<file path="config.mk">
export PLATFORM = sky130hd
export DESIGN_NAME = tdm_demux_rx
export DESIGN_NICKNAME = d
export VERILOG_FILES = /design/src/rtl/tdm_pkg.sv /design/src/rtl/tdm_slot_ctr.sv /design/src/rtl/tdm_demux_rx.sv
export SDC_FILE = /design/constraint.sdc
export NUM_CORES = 1
export LEC_CHECK = 0
export CORE_UTILIZATION = 23
export DETAILED_ROUTE_END_ITERATION = 12
export GPL_TIMING_DRIVEN = 1
export MAX_ROUTING_LAYER = met4
export PLACE_DENSITY = 0.42
export SKIP_LAST_GASP = 1
export SYNTH_ARGS = -nofsm -noshare
export SYNTH_HDL_FRONTEND = slang
export SYNTH_SLANG_ARGS = --single-unit
export TNS_END_PERCENT = 20
</file>
<file path="constraint.sdc">
create_clock -name clk -period 3.26 [get_ports clk]
set_input_delay 0.978 -clock clk [delete_from_list [all_inputs] [get_ports clk]]
set_output_delay 0.978 -clock clk [all_outputs]
set_load 0.01 [all_outputs]
</file>
<file path="src/rtl/tdm_pkg.sv">
// Shared types and constants for the nibble TDM receiver (tdm_demux_rx).
package tdm_pkg;

  typedef enum logic {
    IDLE = 1'b0,
    RECV = 1'b1
  } state_t;

  localparam int DEF_LANES  = 4;
  localparam int DEF_WIDTH  = 4;
  localparam int DEF_SLOT_W = $clog2(DEF_LANES);

  // Width of a counter that must hold slot indices 0..lanes-1 (lanes >= 2).
  function automatic int slot_w(input int lanes);
    return (lanes > 2) ? $clog2(lanes) : 1;
  endfunction

endpackage

</file>
<file path="src/rtl/tdm_slot_ctr.sv">
// Slot index counter for tdm_demux_rx: clear, load-1, increment, plus last-slot flag.
module tdm_slot_ctr
  import tdm_pkg::*;
#(
  parameter int LANES  = DEF_LANES,
  parameter int SLOT_W = slot_w(LANES)
) (
  input  logic              clk,
  input  logic              rst_n,
  input  logic              clr,
  input  logic              load1,
  input  logic              inc,
  output logic [SLOT_W-1:0] slot,
  output logic              last
);

  // Controls are mutually exclusive in normal use; clear has priority.
  always_ff @(posedge clk or negedge rst_n) begin
    if (!rst_n) begin
      slot <= '0;
    end else if (clr) begin
      slot <= '0;
    end else if (load1) begin
      slot <= SLOT_W'(1);
    end else if (inc) begin
      slot <= slot + 1'b1;
    end
  end

  assign last = (slot == SLOT_W'(LANES - 1));

endmodule

</file>
<file path="src/rtl/tdm_demux_rx.sv">
// Nibble TDM link receiver: stages one frame and commits it atomically to led.
// Optional inter-beat watchdog compiled in with TDM_RX_TIMEOUT_EN.
module tdm_demux_rx
  import tdm_pkg::*;
#(
  parameter int LANES          = DEF_LANES,
  parameter int WIDTH          = DEF_WIDTH,
  parameter int TIMEOUT_CYCLES = 1024
) (
  input  logic                   clk,
  input  logic                   rst_n,
  input  logic                   en,
  input  logic [WIDTH-1:0]       din,
  input  logic                   din_valid,
  input  logic                   frame_start,
  input  logic                   clear_err,
  output logic [LANES*WIDTH-1:0] led,
  output logic                   frame_done,
  output logic                   locked,
  output logic                   sync_err,
  output state_t                 dbg_state
);

  localparam int SLOT_W = slot_w(LANES);

  if (LANES < 2 || TIMEOUT_CYCLES < 2) begin : g_param_check
    $error("tdm_demux_rx: LANES and TIMEOUT_CYCLES must both be >= 2");
  end

  // Handshake: a beat is accepted on any rising edge where en && din_valid;
  // there is no back-pressure, the receiver always consumes a valid beat.
  logic beat;
  assign beat = en && din_valid;

  state_t            state, state_n;
  logic [SLOT_W-1:0] slot, wr_idx;
  logic              last, ld1, inc, clr, wr_stage, commit, err, flush, to_hit;
  logic [WIDTH-1:0]  stage [LANES-1];

  tdm_slot_ctr #(.LANES(LANES), .SLOT_W(SLOT_W)) u_slot_ctr (
    .clk   (clk),
    .rst_n (rst_n),
    .clr   (clr),
    .load1 (ld1),
    .inc   (inc),
    .slot  (slot),
    .last  (last)
  );

`ifdef TDM_RX_TIMEOUT_EN
  localparam int TO_W = (TIMEOUT_CYCLES > 2) ? $clog2(TIMEOUT_CYCLES) : 1;
  logic [TO_W-1:0] to_cnt;

  always_ff @(posedge clk or negedge rst_n) begin
    if (!rst_n) begin
      to_cnt <= '0;
    end else if (en) begin
      if (state != RECV || beat || to_hit) to_cnt <= '0;
      else                                 to_cnt <= to_cnt + 1'b1;
    end
  end

  assign to_hit = (state == RECV) && en && !beat && (to_cnt == TO_W'(TIMEOUT_CYCLES - 1));
`else
  assign to_hit = 1'b0;
`endif

  always_comb begin
    state_n  = state;
    ld1      = 1'b0;
    inc      = 1'b0;
    clr      = 1'b0;
    wr_stage = 1'b0;
    commit   = 1'b0;
    err      = 1'b0;
    flush    = 1'b0;
    case (state)
      IDLE: begin
        if (beat) begin
          if (frame_start) begin
            ld1      = 1'b1;
            wr_stage = 1'b1;
            state_n  = RECV;
          end else if (locked) begin
            err = 1'b1;
          end
        end
      end
      RECV: begin
        if (beat) begin
          if (frame_start) begin
            // Short frame: restart staging with this beat as slot 0.
            err      = 1'b1;
            flush    = 1'b1;
            ld1      = 1'b1;
            wr_stage = 1'b1;
          end else if (last) begin
            commit  = 1'b1;
            clr     = 1'b1;
            state_n = IDLE;
          end else begin
            wr_stage = 1'b1;
            inc      = 1'b1;
          end
        end else if (to_hit) begin
          err     = 1'b1;
          flush   = 1'b1;
          clr     = 1'b1;
          state_n = IDLE;
        end
      end
      default: state_n = IDLE;
    endcase
  end

  assign wr_idx = ld1 ? '0 : slot;

  always_ff @(posedge clk or negedge rst_n) begin
    if (!rst_n) begin
      for (int k = 0; k < LANES - 1; k++) stage[k] <= '0;
    end else begin
      if (flush) begin
        for (int k = 0; k < LANES - 1; k++) stage[k] <= '0;
      end
      if (wr_stage) stage[wr_idx] <= din;
    end
  end

  // The last beat bypasses staging so led updates on the same edge it arrives.
  always_ff @(posedge clk or negedge rst_n) begin
    if (!rst_n) begin
      state      <= IDLE;
      led        <= '0;
      frame_done <= 1'b0;
      locked     <= 1'b0;
      sync_err   <= 1'b0;
    end else begin
      state      <= state_n;
      frame_done <= commit;
      if (commit) begin
        for (int k = 0; k < LANES - 1; k++) led[k*WIDTH +: WIDTH] <= stage[k];
        led[(LANES-1)*WIDTH +: WIDTH] <= din;
        locked <= 1'b1;
      end
      if (err) begin
        sync_err <= 1'b1;
        locked   <= 1'b0;
      end else if (en && clear_err) begin
        sync_err <= 1'b0;
      end
    end
  end

  assign dbg_state = state;

endmodule

</file>
### Drive-strength map, run 1

(4 px per um)
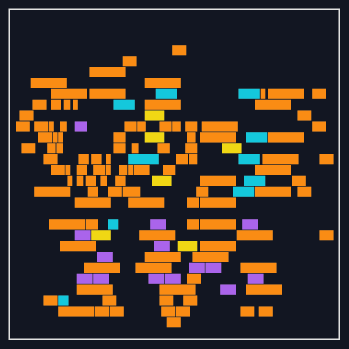
yellow -> _6 and larger  # cells 6
purple -> _2 cells  # cells 14
cyan -> _3 and _4 cells  # cells 10
orange -> _0 and _1 cells  # cells 109
Area Growth Syn to Fin: 30.48%
Buffers, non-clock: 31
Design Area, Final: 1928 um^2
final worst slack: 0.7900 ns

### Placed cells, one color a class, run 1

(6 px per um)
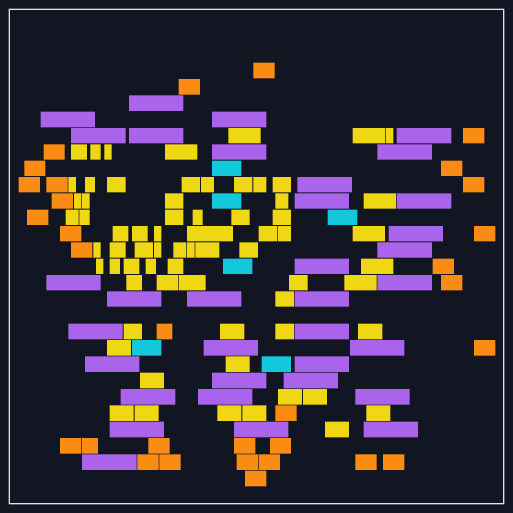
orange -> other buffers and delay cells  # cells 31, share of their area 17%
yellow -> combinational and other logic  # cells 68, share of their area 32%
cyan -> clock drivers and dummy loads  # cells 6, share of their area 4.5%
purple -> flops  # cells 34, share of their area 46%

==> Slide: Implementation Results, run 1 <==
Flow Results at a Glance

CTS
  – Htree depth: 2
  – Number of gates resized after CTS: 0
  – Clock Tree Buf Depth: 2
  – Post CTS Setup Buffer Count: 0

Finish
  – Most frequent logic cells in the routed design: dfrtp_1 (34), clkdlybuf4s50_1 (29), mux2_2 (13)
  – Non-Filler Instances: roughly 210

Power
  – Cell Pwr Density: around 740 nW/um^2
  – Maximum vdd drop: 0.0002021 V
  – Clock network fraction of total power: 0.208
  – Int Power: between 0.001 and 0.0015 W

STA
  – Final Max Tran Viols: 0
  – RSZ-0062 raised after global routing: false
  – Max-slew headroom: 0.5819

Floorplan
  – Die X: ~82 um
  – Die Height: ~82 um
  – Row cnt: 28
  – Die area: 6749 um^2
  – Init Core Util: 0.2438

Placed design
  – Cell Area, Placed: between 1500 and 2000 um^2
  – Post-DP HPWL: approximately 2 mm

Synthesis
  – Top cell area share: 0.5758
  – Flip-flops with a built-in enable: 0
  – Gate Count Post-Synth: around 110
  – Seq/Total Area, Yosys: 0.5758

Setup path
  – Reg2reg setup slack: 1.36 ns
  – R2r endpoint: stage[5]
  – Crit-path max cell delay: ~0.51 ns
  – Cells on worst reg2reg path: 4
  – Crit end category: flop

Status
  – Status: complete, no violations

Route
  – Vias per cell: ~4.4
  – Via count: about 950
  – DR top layer: met4
  – WL met2: 1.278 mm
  – Wl on met1: 1.425 mm
  – Antenna-violating nets left: 0
  – Met3 wire length: between 100 and 150 um
  – DR DRC count: 0

Hold path
  – Worst hold path type: reg2reg
  – WHS Path Cells: 1

GRT
  – Met1 Usage GRT: 0.1338
  – Pin count of the biggest net entering global routing: 35
  – Met2 Usage GRT: 0.1405
### Register map, names as in the netlist, run 1

(4 px per um) Other sequential cells in the stronger gray, the rest of the logic in the fainter gray.
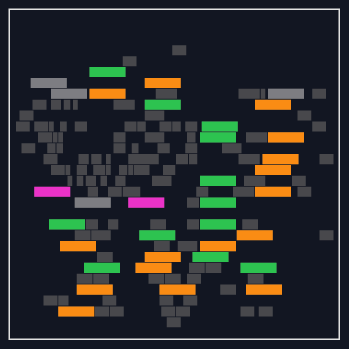
magenta -> u_slot_ctr.slot  # flops 2
green -> stage  # flops 12
orange -> led  # flops 16
not colored = 4
sequential group power: 0.000670 W
Seq. cell area: 850.8 um^2
Core Util, Final: 0.3181
Seq/total area: 0.4413

==> run 1: worst reg2reg max path: stages, from the launching register on <==
cell     delay (ns)
dfrtp_1        0.45
ha_1           0.33
nor3b_1        0.26
nor3b_1        0.56
a22o_1         0.24
==> run 1: final cells by class <==
cell class	count	area, um^2	share of cell area
Inverter	4	15.01	0.007787
Clock buffer	6	82.58	0.04283
Multi-Input combinational cell	64	580.6	0.3011
Tap cell	75	93.84	0.04867
Sequential cell	34	850.8	0.4413
Timing Repair Buffer	31	305.3	0.1583
==> run 1: sequential cells by signal, summed over array words and instances (netlist names) <==
register,cells
u_slot_ctr.slot,2
sync_err,1
led,16
frame_done,1
locked,1
stage,12
dbg_state,1
### Met3 routing, run 1

(3 px per um)
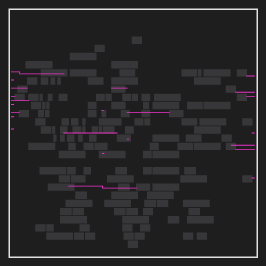

==> run 2: changes to the inputs <==
--- a/config.mk
+++ b/config.mk
@@ -9,7 +9,7 @@
 export DETAILED_ROUTE_END_ITERATION = 12
 export GPL_TIMING_DRIVEN = 1
 export MAX_ROUTING_LAYER = met4
-export PLACE_DENSITY = 0.42
+export PLACE_DENSITY = 0.44
 export SKIP_LAST_GASP = 1
 export SYNTH_ARGS = -nofsm -noshare
 export SYNTH_HDL_FRONTEND = slang
==> constraint.sdc (replaced) <==
create_clock -name clk -period 2.23 [get_ports clk]
set_input_delay 0.669 -clock clk [delete_from_list [all_inputs] [get_ports clk]]
set_output_delay 0.669 -clock clk [all_outputs]
set_load 0.01 [all_outputs]
### Met3 routing, run 2

(3 px per um)
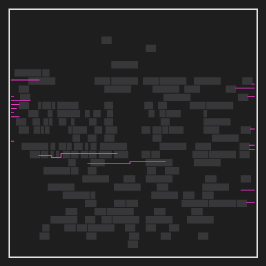
main direction = horizontal
wire length on this layer = 98.9 um
final wirelength: 2.941 mm
global routing met3 resource utilization: 0.02967
via count: 993

### Placed cells, one color a class, run 2

(6 px per um)
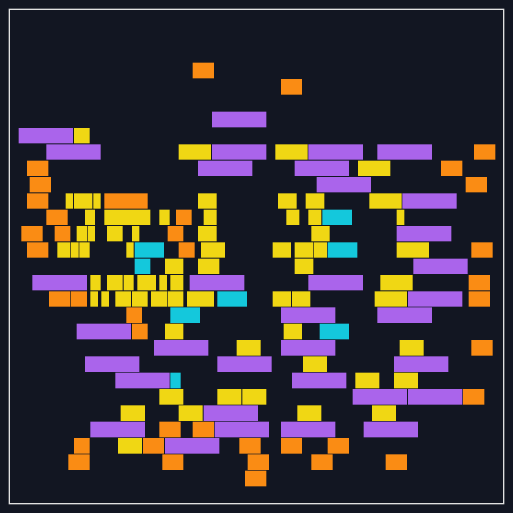
orange -> other buffers and delay cells  # cells 38, share of their area 19%
purple -> flops  # cells 34, share of their area 45%
yellow -> combinational and other logic  # cells 68, share of their area 31%
cyan -> clock drivers and dummy loads  # cells 8, share of their area 5.0%
Core Util, Final: 0.3309
row cnt: 28
core area: 6061 um^2

==> Slide: Implementation Results, run 2 <==
Flow Results at a Glance

Floorplan
  – Die X: 82.16 um (unchanged)
  – Die Height: 82.16 um (unchanged)
  – Die area: 6749 um^2 (unchanged)
  – Init Core Util: 0.2438 (unchanged)

CTS
  – Post CTS Setup Buffer Count: 0 (unchanged)
  – Number of gates resized after CTS: 0 (unchanged)
  – Clock Tree Buf Depth: 2 (unchanged)
  – Htree depth: 2 (unchanged)
  – CTS root buf: clkbuf_8
  – CTS tree: done

Synthesis
  – Flip-flops with a built-in enable: 0 (unchanged)
  – Top cell area share: 0.5758 (unchanged)
  – Seq/Total Area, Yosys: 0.5758 (unchanged)
  – Gate Count Post-Synth: 106 (unchanged)
  – Chip Area, Yosys: 1478 um^2

Setup path
  – Worst setup path endpoint: led[7]
  – R2r endpoint: stage[9]
  – Reg2reg setup slack: 0.48 ns (-0.88 ns)
  – Crit-path max cell delay: 0.49 ns (-0.02 ns)
  – Cells on worst reg2reg path: 5 (+1)
  – Crit end category: flop
  – Setup Crit Path Kind: in2reg

Placed design
  – Post-DP HPWL: 2.091 mm (+4.8%)
  – Cell Area, Placed: 1911 um^2 (+3.5%)

Power
  – Sequential group power: 0.000962 W (+44%)
  – Cell Pwr Density: 1070 nW/um^2 (+44%)
  – Sequential Power Share: 0.448
  – Clock network fraction of total power: 0.219 (+0.011)
  – Int Power: 0.001537 W (+49%)
  – Maximum vdd drop: 0.0003640 V (+80%)

GRT
  – Pin count of the biggest net entering global routing: 35 (unchanged)
  – Met1 Usage GRT: 0.1281 (-0.005653)
  – Met2 Usage GRT: 0.1661 (+0.02562)
  – Busiest grt layer: met2

Status
  – Status: complete, no violations

Finish
  – Most frequent logic cells in the routed design: dfrtp_1 (34), clkdlybuf4s50_1 (29), mux2_2 (13)
  – Design Area, Final: 2006 um^2 (+4.0%)
  – Max reg flops: 16 (unchanged)
  – Antenna Cells: 0
  – Reg with most FFs: led
  – Non-Filler Instances: 223 (+4.2%)
  – Biggest regs: led x16, stage x12, u_slot_ctr.slot x2
  – Area Growth Syn to Fin: 35.73%

STA
  – Final worst slack: 0.3325 ns (-0.4576 ns)
  – RSZ-0062 raised after global routing: false
  – Final Max Tran Viols: 0 (unchanged)
  – Final Setup Violations: 0
  – Max-slew headroom: 0.6686 (+0.08669)

Route
  – DR DRC count: 0 (unchanged)
  – Met3 wire length: 98 um (-20%)
  – DR top layer: met4
  – Antenna-violating nets left: 0 (unchanged)
  – Wl on met1: 1.399 mm (-1.8%)
  – Vias per cell: 4.453 (+0.63%)
  – WL met2: 1.418 mm (+11%)

Hold path
  – Worst Hold Launch: sync_err
  – WHS Path Cells: 1 (unchanged)
  – Worst hold path type: reg2reg
-- run 2: cell counts after synthesis --
Identical to the previous run, type by type.
-- run 2: cell families (layout without fill, tap and decap cells) --
| group | count (synthesis) | count (layout) |
|---|---|---|
| buffers and inverters | 8 | 50 |
| DFF | 34 | 34 |
| adders and majority gates | 1 | 1 |
| and+or+nand+nor | 25 | 25 |
| AOI/OAI and AO/OA | 18 | 18 |
| muxes | 20 | 20 |
-- run 2: area by class of cell --
class / count / area, um^2 / share of cell area
Sequential cell: 34 / 850.8 / 0.4242
Multi-Input combinational cell: 64 / 580.6 / 0.2895
Timing Repair Buffer: 38 / 370.4 / 0.1847
Tap cell: 75 / 93.84 / 0.04679
Clock buffer: 6 / 82.58 / 0.04117
Inverter: 4 / 15.01 / 0.007486
Clock inverter: 2 / 12.51 / 0.006238
### Register map, names as in the netlist, run 2

(4 px per um) Other sequential cells in the stronger gray, the rest of the logic in the fainter gray.
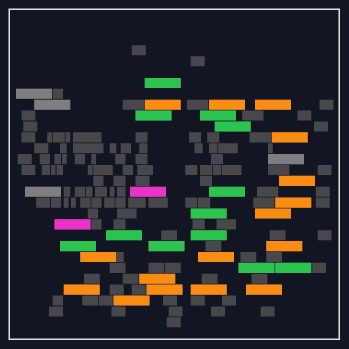

==> run 3: changes to the inputs <==
--- a/config.mk
+++ b/config.mk
@@ -10,6 +10,7 @@
 export GPL_TIMING_DRIVEN = 1
 export MAX_ROUTING_LAYER = met4
 export PLACE_DENSITY = 0.44
+export REMOVE_ABC_BUFFERS = 1
 export SKIP_LAST_GASP = 1
 export SYNTH_ARGS = -nofsm -noshare
 export SYNTH_HDL_FRONTEND = slang
### Register map, names as in the netlist, run 3

(4 px per um) Other sequential cells in the stronger gray, the rest of the logic in the fainter gray.
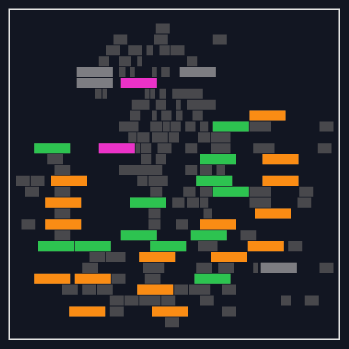
orange -> led  # flops 16
magenta -> u_slot_ctr.slot  # flops 2
green -> stage  # flops 12
Seq/total area: 0.4205
sequential group power: 0.000960 W
Core Util, Final: 0.3338

==> Slide: Implementation Results, run 3 <==
Flow Results at a Glance

Status
  – Status: complete, no violations

Hold path
  – Worst Hold Launch: sync_err
  – WHS Path Cells: 1 (unchanged)
  – Worst hold path type: reg2reg

CTS
  – Htree depth: 2 (unchanged)
  – Clock Tree Buf Depth: 2 (unchanged)
  – CTS tree: done
  – Latency at later pin: roughly 0.28 ns
  – Number of gates resized after CTS: 0 (unchanged)
  – CTS root buf: clkbuf_8
  – Post CTS Setup Buffer Count: 0 (unchanged)

Synthesis
  – Seq/Total Area, Yosys: 0.5758 (unchanged)
  – Simple-Gate Area Share: 0.1245
  – Top cell area share: 0.5758 (unchanged)
  – Top cells by area: dfrtp_1 (58%), mux2_2 (9.9%), mux2_4 (7.1%), a22o_1 (3.0%), a211o_1 (2.4%)
  – Chip Area, Yosys: 1478 um^2 (unchanged)
  – Gate Count Post-Synth: 106 (unchanged)
  – Mux frac, synth: 0.1702
  – Top post-synthesis cells by count: dfrtp_1 (34), mux2_2 (13), mux2_4 (7)
  – Flip-flops with a built-in enable: 0 (unchanged)
  – Synthesized area: between 1000 and 1500 um^2

Finish
  – Non-Filler Instances: 222 (-0.45%)
  – Flops: 34 (unchanged)
  – Largest cell class: registers
  – Logic area: 580.6 um^2 (unchanged)
  – Reg with most FFs: led
  – Inverters: 4 (unchanged)
  – Biggest regs: led x16, stage x12, u_slot_ctr.slot x2
  – Area Growth Syn to Fin: 36.92%
  – Most frequent logic cells in the routed design: dfrtp_1 (34), clkdlybuf4s50_1 (29), mux2_2 (13)
  – Seq. cell area: 850.8 um^2 (unchanged)
  – Logic share of the area: 0.2870 (-0.002507)
  – NumNets Final: 158
  – Clk_buf instances: 6 (unchanged)
  – NonClk Buf Share: 0.1831 (-0.001599)
  – #MultiIn Comb: 64 (unchanged)
  – Max reg flops: 16 (unchanged)
  – Buffers, non-clock: 38 (unchanged)
  – ClkCell Share: 0.05566 (+0.008247)
  – Antenna Cells: 0 (unchanged)

Placed design
  – Post-DP HPWL: 2.100 mm (+0.40%)
  – DP Cell Count: ~220

Power
  – Sequential Power Share: 0.426 (-0.022)
  – Sw frac: 0.2693
  – Clock network fraction of total power: 0.256 (+0.037)
  – P_sw: 0.0006068 W
  – Maximum vdd drop: 0.0003812 V (+4.7%)
  – Cell Pwr Density: 1114 nW/um^2 (+4.1%)
  – Int Power: 0.001647 W (+7.1%)

Route
  – Vias per cell: 4.441 (-0.26%)
  – Via count: 986 (-0.70%)
  – DR DRC count: 0 (unchanged)
  – Drt wl/cell: about 14 um
  – Final wirelength: 3.008 mm (+2.3%)
  – Antenna-violating nets left: 0 (unchanged)

STA
  – Max-slew headroom: 0.6781 (+0.009534)
  – Final period util: 0.8356
  – Final Setup Violations: 0 (unchanged)
  – Final Max Tran Viols: 0 (unchanged)
  – RSZ-0062 raised after global routing: false
  – Setup TNS: 0 ns

Floorplan
  – Row cnt: 28 (unchanged)
  – Init Core Util: 0.2438 (unchanged)
  – Die X: 82.16 um (unchanged)
  – Core area: 6061 um^2 (unchanged)
  – Tap cells: 75 (unchanged)
  – Die area: 6749 um^2 (unchanged)
  – Die Height: 82.16 um (unchanged)

Setup path
  – Setup Crit Path Kind: in2reg
  – Crit end category: flop
  – Worst setup path endpoint: led[12]
  – Worst setup path startpoint: din_valid
  – Crit-path max cell delay: 0.50 ns (about the same)
  – Reg2reg setup slack: 0.49 ns (about the same)
  – R2r endpoint: stage[9]
  – Cells on worst reg2reg path: 5 (unchanged)

Flow run
  – Tool Warnings: 25
  – Max_cap viols: 0

GRT
  – Gr ovfl total: 0
  – Pin count of the biggest net entering global routing: 35 (unchanged)
### Met3 routing, run 3

(3 px per um)
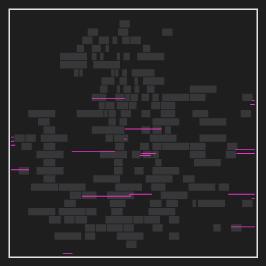
wire length on this layer = 110 um
share of all routed wire = 3.7%
main direction = horizontal
nets with wire on the layer = 15
longest straight run = 15.9 um

run 3: cell counts after synthesis:
Identical to the previous run, type by type.
run 3: stage by stage:
stage,setup slack [ns],utilization,power [W],cell area (um^2)
3_5_place_dp,0.06112,0.3152,0.001699,1911
4_1_cts,0.3494,0.3338,0.002284,2023
5_1_grt,0.3071,0.3338,0.002398,2023
3_3_place_gp,0.08099,0.3152,0.001679,1911
2_1_floorplan,0.5283,-,0.001325,1446
6_report,0.3667,0.3338,0.002254,2023
run 3: layer usage:
metal	GRT usage	part of all wire	vias to the layer above
met4	0.05263	0.022	0
met1	0.1253	0.46	488
li1	-	-	470
met5	-	0	-
met2	0.1645	0.48	23
met3	0.03297	0.037	5
Power and IR drop assume default switching activity.
